===== src/rtl/round_desc_sequencer.sv =====
// rtl/round_desc_sequencer.sv - writable round-descriptor table stepped through by the game FSM
module round_desc_sequencer #(
    parameter int DEPTH  = 16,
    parameter int ADDR_W = 4,
    parameter int LEDS_W = 4,
    parameter int EXP_W  = 28,
    parameter int DATA_W = 28 + LEDS_W + EXP_W
) (
    input  logic              clock,
    input  logic              reset,
    input  logic              wr_en,
    input  logic [ADDR_W-1:0] wr_addr,
    input  logic [DATA_W-1:0] wr_data,
    input  logic [ADDR_W:0]   num_rounds,
    input  logic              loop_mode,
    input  logic              start,
    input  logic              next,
    input  logic              abort,
    output logic [ADDR_W-1:0] round_idx,
    output logic [1:0]        opcode,
    output logic [LEDS_W-1:0] leds,
    output logic [1:0]        pos_inicial,
    output logic [11:0]       lim_inf,
    output logic [11:0]       lim_sup,
    output logic [EXP_W-1:0]  expected,
    output logic              round_valid,
    output logic              entry_loaded,
    output logic              last_round,
    output logic              done
);

    // Field positions inside the packed descriptor, counted from the LSB.
    localparam int SUP_LO  = EXP_W;
    localparam int INF_LO  = EXP_W + 12;
    localparam int POS_LO  = EXP_W + 24;
    localparam int LEDS_LO = EXP_W + 26;
    localparam int OP_LO   = EXP_W + 26 + LEDS_W;

    localparam logic [ADDR_W:0] DEPTH_N = (ADDR_W + 1)'(DEPTH);

    typedef enum logic [1:0] {
        IDLE    = 2'd0,
        FETCH   = 2'd1,
        PRESENT = 2'd2,
        DONE    = 2'd3
    } state_t;

    state_t              state;
    logic [ADDR_W-1:0]   ptr;
    logic [ADDR_W:0]     n_reg;
    logic                loop_reg;

    logic [DATA_W-1:0]   mem [DEPTH];
    logic [DEPTH-1:0]    loaded;

    logic [DATA_W-1:0]   rd_word;
    logic [ADDR_W:0]     n_start;
    logic [ADDR_W:0]     n_last;
    logic                at_last;

    // Round count clamps to the table size; an empty sequence goes straight to DONE.
    assign n_start = (num_rounds > DEPTH_N) ? DEPTH_N : num_rounds;
    assign n_last  = n_reg - 1'b1;
    assign at_last = ({1'b0, ptr} == n_last);

    // Entries never written since reset are masked to an all-zero descriptor.
    assign rd_word = loaded[ptr] ? mem[ptr] : '0;

    assign round_idx = ptr;

    // Descriptor storage: written by the loader, deliberately left without reset.
    always_ff @(posedge clock) begin
        if (wr_en) begin
            mem[wr_addr] <= wr_data;
        end
    end

    // Per-entry loaded flags; reset invalidates the whole table at once.
    always_ff @(posedge clock or posedge reset) begin
        if (reset) begin
            loaded <= '0;
        end else if (wr_en) begin
            loaded[wr_addr] <= 1'b1;
        end
    end

    // Sequencer FSM with registered descriptor snapshot and status outputs.
    always_ff @(posedge clock or posedge reset) begin
        if (reset) begin
            state        <= IDLE;
            ptr          <= '0;
            n_reg        <= '0;
            loop_reg     <= 1'b0;
            opcode       <= '0;
            leds         <= '0;
            pos_inicial  <= '0;
            lim_inf      <= '0;
            lim_sup      <= '0;
            expected     <= '0;
            round_valid  <= 1'b0;
            entry_loaded <= 1'b0;
            last_round   <= 1'b0;
            done         <= 1'b0;
        end else if (abort) begin
            state       <= IDLE;
            ptr         <= '0;
            round_valid <= 1'b0;
            last_round  <= 1'b0;
            done        <= 1'b0;
        end else begin
            case (state)
                IDLE, DONE: begin
                    if (start) begin
                        ptr      <= '0;
                        n_reg    <= n_start;
                        loop_reg <= loop_mode;
                        if (n_start != '0) begin
                            state <= FETCH;
                            done  <= 1'b0;
                        end else begin
                            state <= DONE;
                            done  <= 1'b1;
                        end
                    end
                end

                FETCH: begin
                    // The array read sees pre-write data for a same-cycle write to ptr.
                    opcode       <= rd_word[OP_LO +: 2];
                    leds         <= rd_word[LEDS_LO +: LEDS_W];
                    pos_inicial  <= rd_word[POS_LO +: 2];
                    lim_inf      <= rd_word[INF_LO +: 12];
                    lim_sup      <= rd_word[SUP_LO +: 12];
                    expected     <= rd_word[EXP_W-1:0];
                    entry_loaded <= loaded[ptr];
                    round_valid  <= 1'b1;
                    last_round   <= at_last;
                    state        <= PRESENT;
                end

                PRESENT: begin
                    if (next) begin
                        round_valid <= 1'b0;
                        last_round  <= 1'b0;
                        if (!at_last) begin
                            ptr   <= ptr + 1'b1;
                            state <= FETCH;
                        end else if (loop_reg) begin
                            ptr   <= '0;
                            state <= FETCH;
                        end else begin
                            state <= DONE;
                            done  <= 1'b1;
                        end
                    end
                end

                default: state <= IDLE;
            endcase
        end
    end

endmodule


===== config.mk =====
export PLATFORM = sky130hd
export DESIGN_NAME = round_desc_sequencer
export DESIGN_NICKNAME = d
export VERILOG_FILES = /design/src/rtl/round_desc_sequencer.sv
export SDC_FILE = /design/constraint.sdc
export NUM_CORES = 1
export LEC_CHECK = 0
export CORE_MARGIN = 5
export CORE_UTILIZATION = 45
export DETAILED_ROUTE_END_ITERATION = 10
export GPL_TIMING_DRIVEN = 0
export PLACE_DENSITY = 0.67
export SETUP_SLACK_MARGIN = 0.3
export SYNTH_ARGS = -nofsm -noshare
export SYNTH_HDL_FRONTEND = slang
export SYNTH_SLANG_ARGS = --single-unit

===== constraint.sdc =====
create_clock -name clock -period 3.2 [get_ports clock]
set_input_delay 0.48 -clock clock [delete_from_list [all_inputs] [get_ports clock]]
set_output_delay 0.48 -clock clock [all_outputs]
set_load 0.005 [all_outputs]

### Placed standard cells, run 1

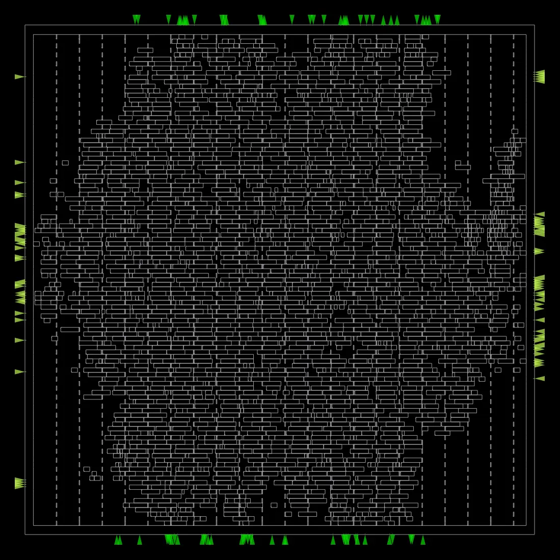
Seq area share: 65.1%
flop count: 1052
Final Util: 54.2%

### Drive-strength map, run 1

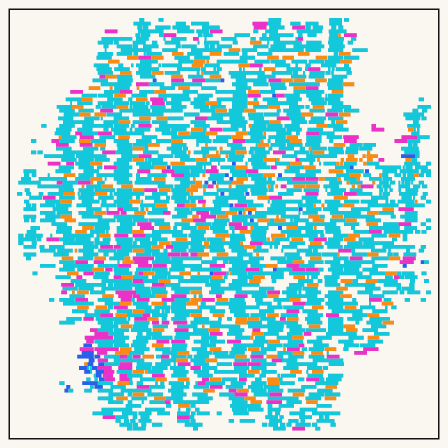
| colour | size | cells |
|---|---|---|
| magenta | _6 and larger | 207 |
| orange | _2 cells | 333 |
| blue | _3 and _4 cells | 44 |
| cyan | _0 and _1 cells | 1598 |
Design Area, Final: 0.0478 mm²
Area Growth Syn to Fin: 19.9%

### Cell density map, run 1

The die is cut into 31 by 31 equal tiles; white is low, dark blue is high, 0 to 100% covered.
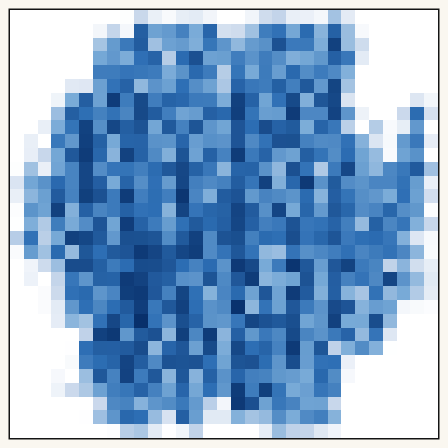
fullest tile: 100%
tiles over 75% full: 26%
densest ninth of the die: middle
nearly empty tiles: 21%
mean over tiles: 49%

### Close-up of the layout, run 1

Window x 221 to 241, y 221 to 241 µm. Cells in grey, sequential cells in the stronger grey; small squares are vias.
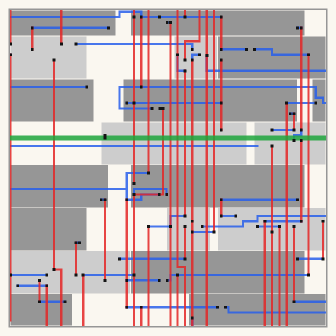
| colour | layer |
|---|---|
| red | metal 2 |
| green | metal 3 |
| blue | metal 1 |
sequential cells in the window: 8
most frequent: edfxtp_1 (8), mux4_2 (4), a22oi_1 (2)
netlist names of flops here include: mem (8)
cells with their middle in the window: 15

==> impl_metrics.py, run 1 <==
# Synthesis and PnR figures
metrics = {
    "power_and_ir_drop": {
        "p_per_area_mw_per_mm2": 664,
        "p_sw_share_pct": 22.0,
        "powerSeq_w": 0.0161,
        "largestPowerGroup": "sequential cells",
    },
    "floorplanning": {
        "die_w_um": 308,
        "initCoreUtil_pct": 45.2,
    },
    "final_layout": {
        "top_register": "mem",
        "layout_top_cell": "edfxtp_1",
        "ff_latch_area_mm2": 0.0311,
        "fin_cells": 3350,
        "logic_area_mm2": 0.00840,
        "nNetsFinal": 2171,
        "largest_class": "flip-flops and latches",
        "n_all_buffers": 304,
        "logic_gate_count": 618,
    },
    "global_route": {
        "grt_use_met2_pct": 31.9,
        "use_met1_pct": 26.9,
        "antenna_found_initial": 3,
        "track_usage_pct": 19.2,
    },
    "synth": {
        "ys_types": 46,
        "ys_seq_share_pct": 78.1,
        "avgSynthCellArea_um2": 22.4,
        "largest_area_cell": "edfxtp_1",
    },
    "worst_setup_path": {
        "cp_top_family": "buffers and inverters",
        "cp_max_fo": 10,
        "r2r_slack_ns": 0.36,
        "start_kind": "flop",
    },
    "timing": {
        "grt_setup_unrepaired": "yes",
    },
    "outcome": {
        "status": "finished clean",
    },
    "placement": {
        "portBuffers": 141,
        "postPlaceCellArea_mm2": 0.0442,
    },
    "drt": {
        "wire_per_inst_um": 27.3,
        "wl_met3_um": 6520,
    },
}
==> run 1 -> run 2 <==
CTS_BUF_LIST = sky130_fd_sc_hd__clkbuf_4   (was unset)
HOLD_SLACK_MARGIN = 0.02   (was unset)
### Placed standard cells, run 2

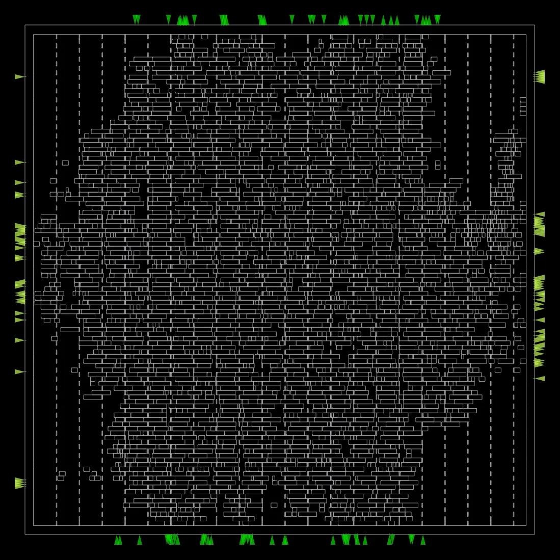
Seq area share: 65.2%
FP Rows: 109
Core ar.: 0.0882 mm²
Non-Filler Instances: 3623
fillers: 6679

### Drive-strength map, run 2

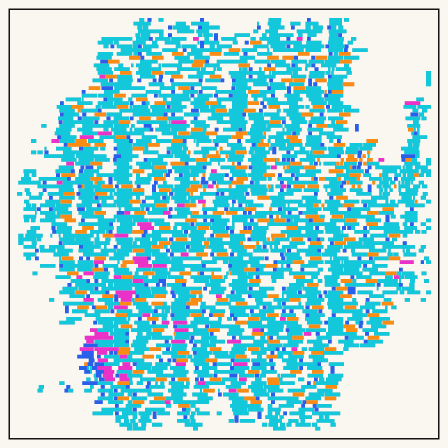
Area Growth Syn to Fin: 19.8%
Repair and plain buffers: 312
Design Area, Final: 0.0478 mm²

==> run 2 against run 1 <==
Routed wire length is 1.6% higher. Clock power shrank 7%. Synthesized area unchanged. Count of clock-buffer cells in the layout grew 271. Critical endpoint is now lim_sup[1]. Largest power group unchanged.
==> impl_metrics.py, run 2 <==
# Synthesis and PnR figures
metrics = {
    "synth": {
        "largest_area_cell": "edfxtp_1",
        "ys_seq_share_pct": 78.1,
    },
    "floorplanning": {
        "die_w_um": 308,
        "initCoreUtil_pct": 45.2,
    },
    "placement": {
        "portBuffers": 141,
    },
    "global_route": {
        "use_met1_pct": 26.0,
        "antenna_found_initial": 5,
    },
    "power_and_ir_drop": {
        "powerSeq_w": 0.0161,
        "largestPowerGroup": "sequential cells",
        "p_sw_share_pct": 23.0,
    },
    "worst_setup_path": {
        "r2r_slack_ns": 0.30,
        "cp_top_family": "buffers and inverters",
        "start_kind": "flop",
        "cp_max_fo": 10,
    },
    "drt": {
        "wire_per_inst_um": 25.7,
        "wl_met3_um": 7810,
    },
    "outcome": {
        "status": "finished clean",
    },
    "final_layout": {
        "ff_latch_area_mm2": 0.0311,
        "logic_gate_count": 618,
        "largest_class": "flip-flops and latches",
    },
}
### I/O pins on the die edge, run 2

Bar = 100 µm. Pins as bars across the die edge, other pins in grey.
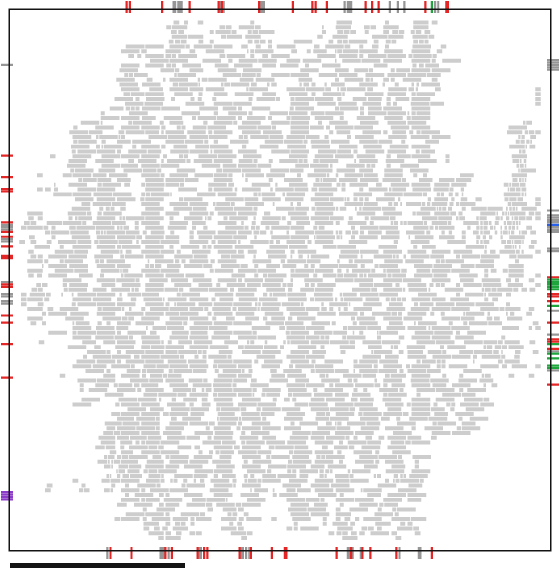
| colour | port | pins | direction | edge |
|---|---|---|---|---|
| red | wr_data | 60 | input | 18 bottom, 17 top, 16 left, 9 right |
| purple | wr_addr | 4 | input | left |
| blue | next | 1 | input | right |
| green | lim_inf | 12 | output | 11 right, 1 top |
all pins by edge: 40 right, 37 top, 36 bottom, 31 left

==> run 2 -> run 3 <==
SETUP_SLACK_MARGIN = 0.05   (was 0.3)
### Cell density map, run 3

The die is cut into 31 by 31 equal tiles; white is low, dark blue is high, 0 to 100% covered.
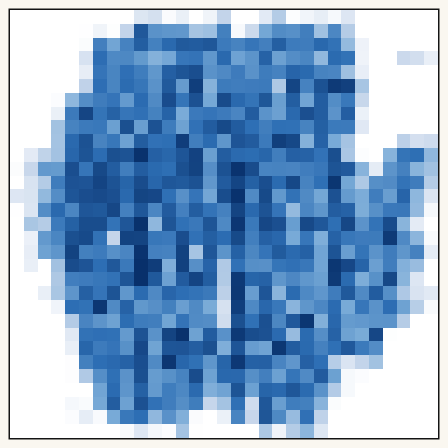
tiles over 75% full: 27%
fullest tile: 100%
mean over tiles: 49%
nearly empty tiles: 23%
densest ninth of the die: middle
Core Util at FP: 45.2%
Final Util: 54.0%

### Close-up of the layout, run 3

Window x 221 to 241, y 221 to 241 µm. Cells in grey, sequential cells in the stronger grey; small squares are vias.
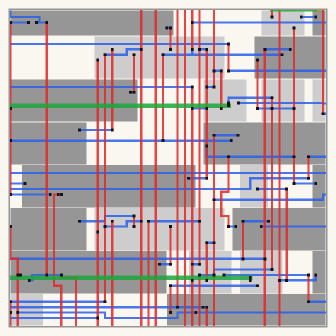
| colour | layer |
|---|---|
| blue | metal 1 |
| red | metal 2 |
| orange | metal 4 |
| green | metal 3 |
netlist names of flops here include: mem (7)
most frequent: edfxtp_1 (7), clkbuf_4 (4)
sequential cells in the window: 7
cells with their middle in the window: 16

==> run 3 against run 2 <==
Clock power about the same. First-iteration DRC count rose by 18%. Largest power group unchanged. Via count rose by 0.67%. Sequential power about the same. Count of clock-buffer cells in the layout is 9 lower. Fmax shrank 5.9%. Design area down 0.26%. Largest cell class unchanged.
==> impl_metrics.py, run 3 <==
# Synthesis and PnR figures
metrics = {
    "synth": {
        "edf_count": 960,
        "ys_seq_share_pct": 78.1,
        "simple_gate_share_pct": 1.16,
    },
    "worst_setup_path": {
        "cp_top_family": "buffers and inverters",
        "r2r_slack_ns": 0.12,
        "cp_max_fo": 10,
        "slowest_stage": "mux4_2",
        "start_kind": "flop",
    },
    "power_and_ir_drop": {
        "p_sw_share_pct": 23.1,
        "p_comb_w": 0.00348,
        "largestPowerGroup": "sequential cells",
        "power_clock_w": 0.0112,
        "powerSeq_w": 0.0161,
    },
    "final_layout": {
        "n_all_buffers": 308,
        "top_register": "mem",
        "syn_to_final_growth_pct": 19.5,
        "sh_comb_area_pct": 17.6,
        "largest_class": "flip-flops and latches",
        "ff_latch_area_mm2": 0.0311,
        "stdcell_area_mm2": 0.0477,
        "logic_gate_count": 618,
        "n_fill_cell": 6660,
        "fin_cells": 3626,
        "sh_seq_area_pct": 65.3,
    },
    "drt": {
        "wl_met3_um": 8320,
        "wire_per_inst_um": 25.8,
        "drc": 0,
    },
    "timing": {
        "hold_viol": 0,
        "fin_crit_sh_pct": 96.3,
        "grt_setup_unrepaired": "yes",
    },
    "floorplanning": {
        "die_w_um": 308,
        "core_mm2": 0.0882,
        "rows": 109,
    },
    "global_route": {
        "use_met1_pct": 26.5,
        "antenna_found_initial": 5,
    },
    "outcome": {
        "status": "finished clean",
    },
    "clock_tree": {
        "cts_buffer_depth": 4,
    },
}
### Drive-strength map, run 3

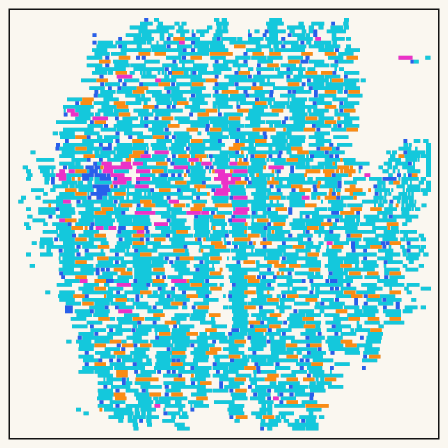
| colour | size | cells |
|---|---|---|
| blue | _3 and _4 cells | 439 |
| cyan | _0 and _1 cells | 1635 |
| orange | _2 cells | 318 |
| magenta | _6 and larger | 65 |

No activity file was given, so power comes from the tool's default toggle rates.
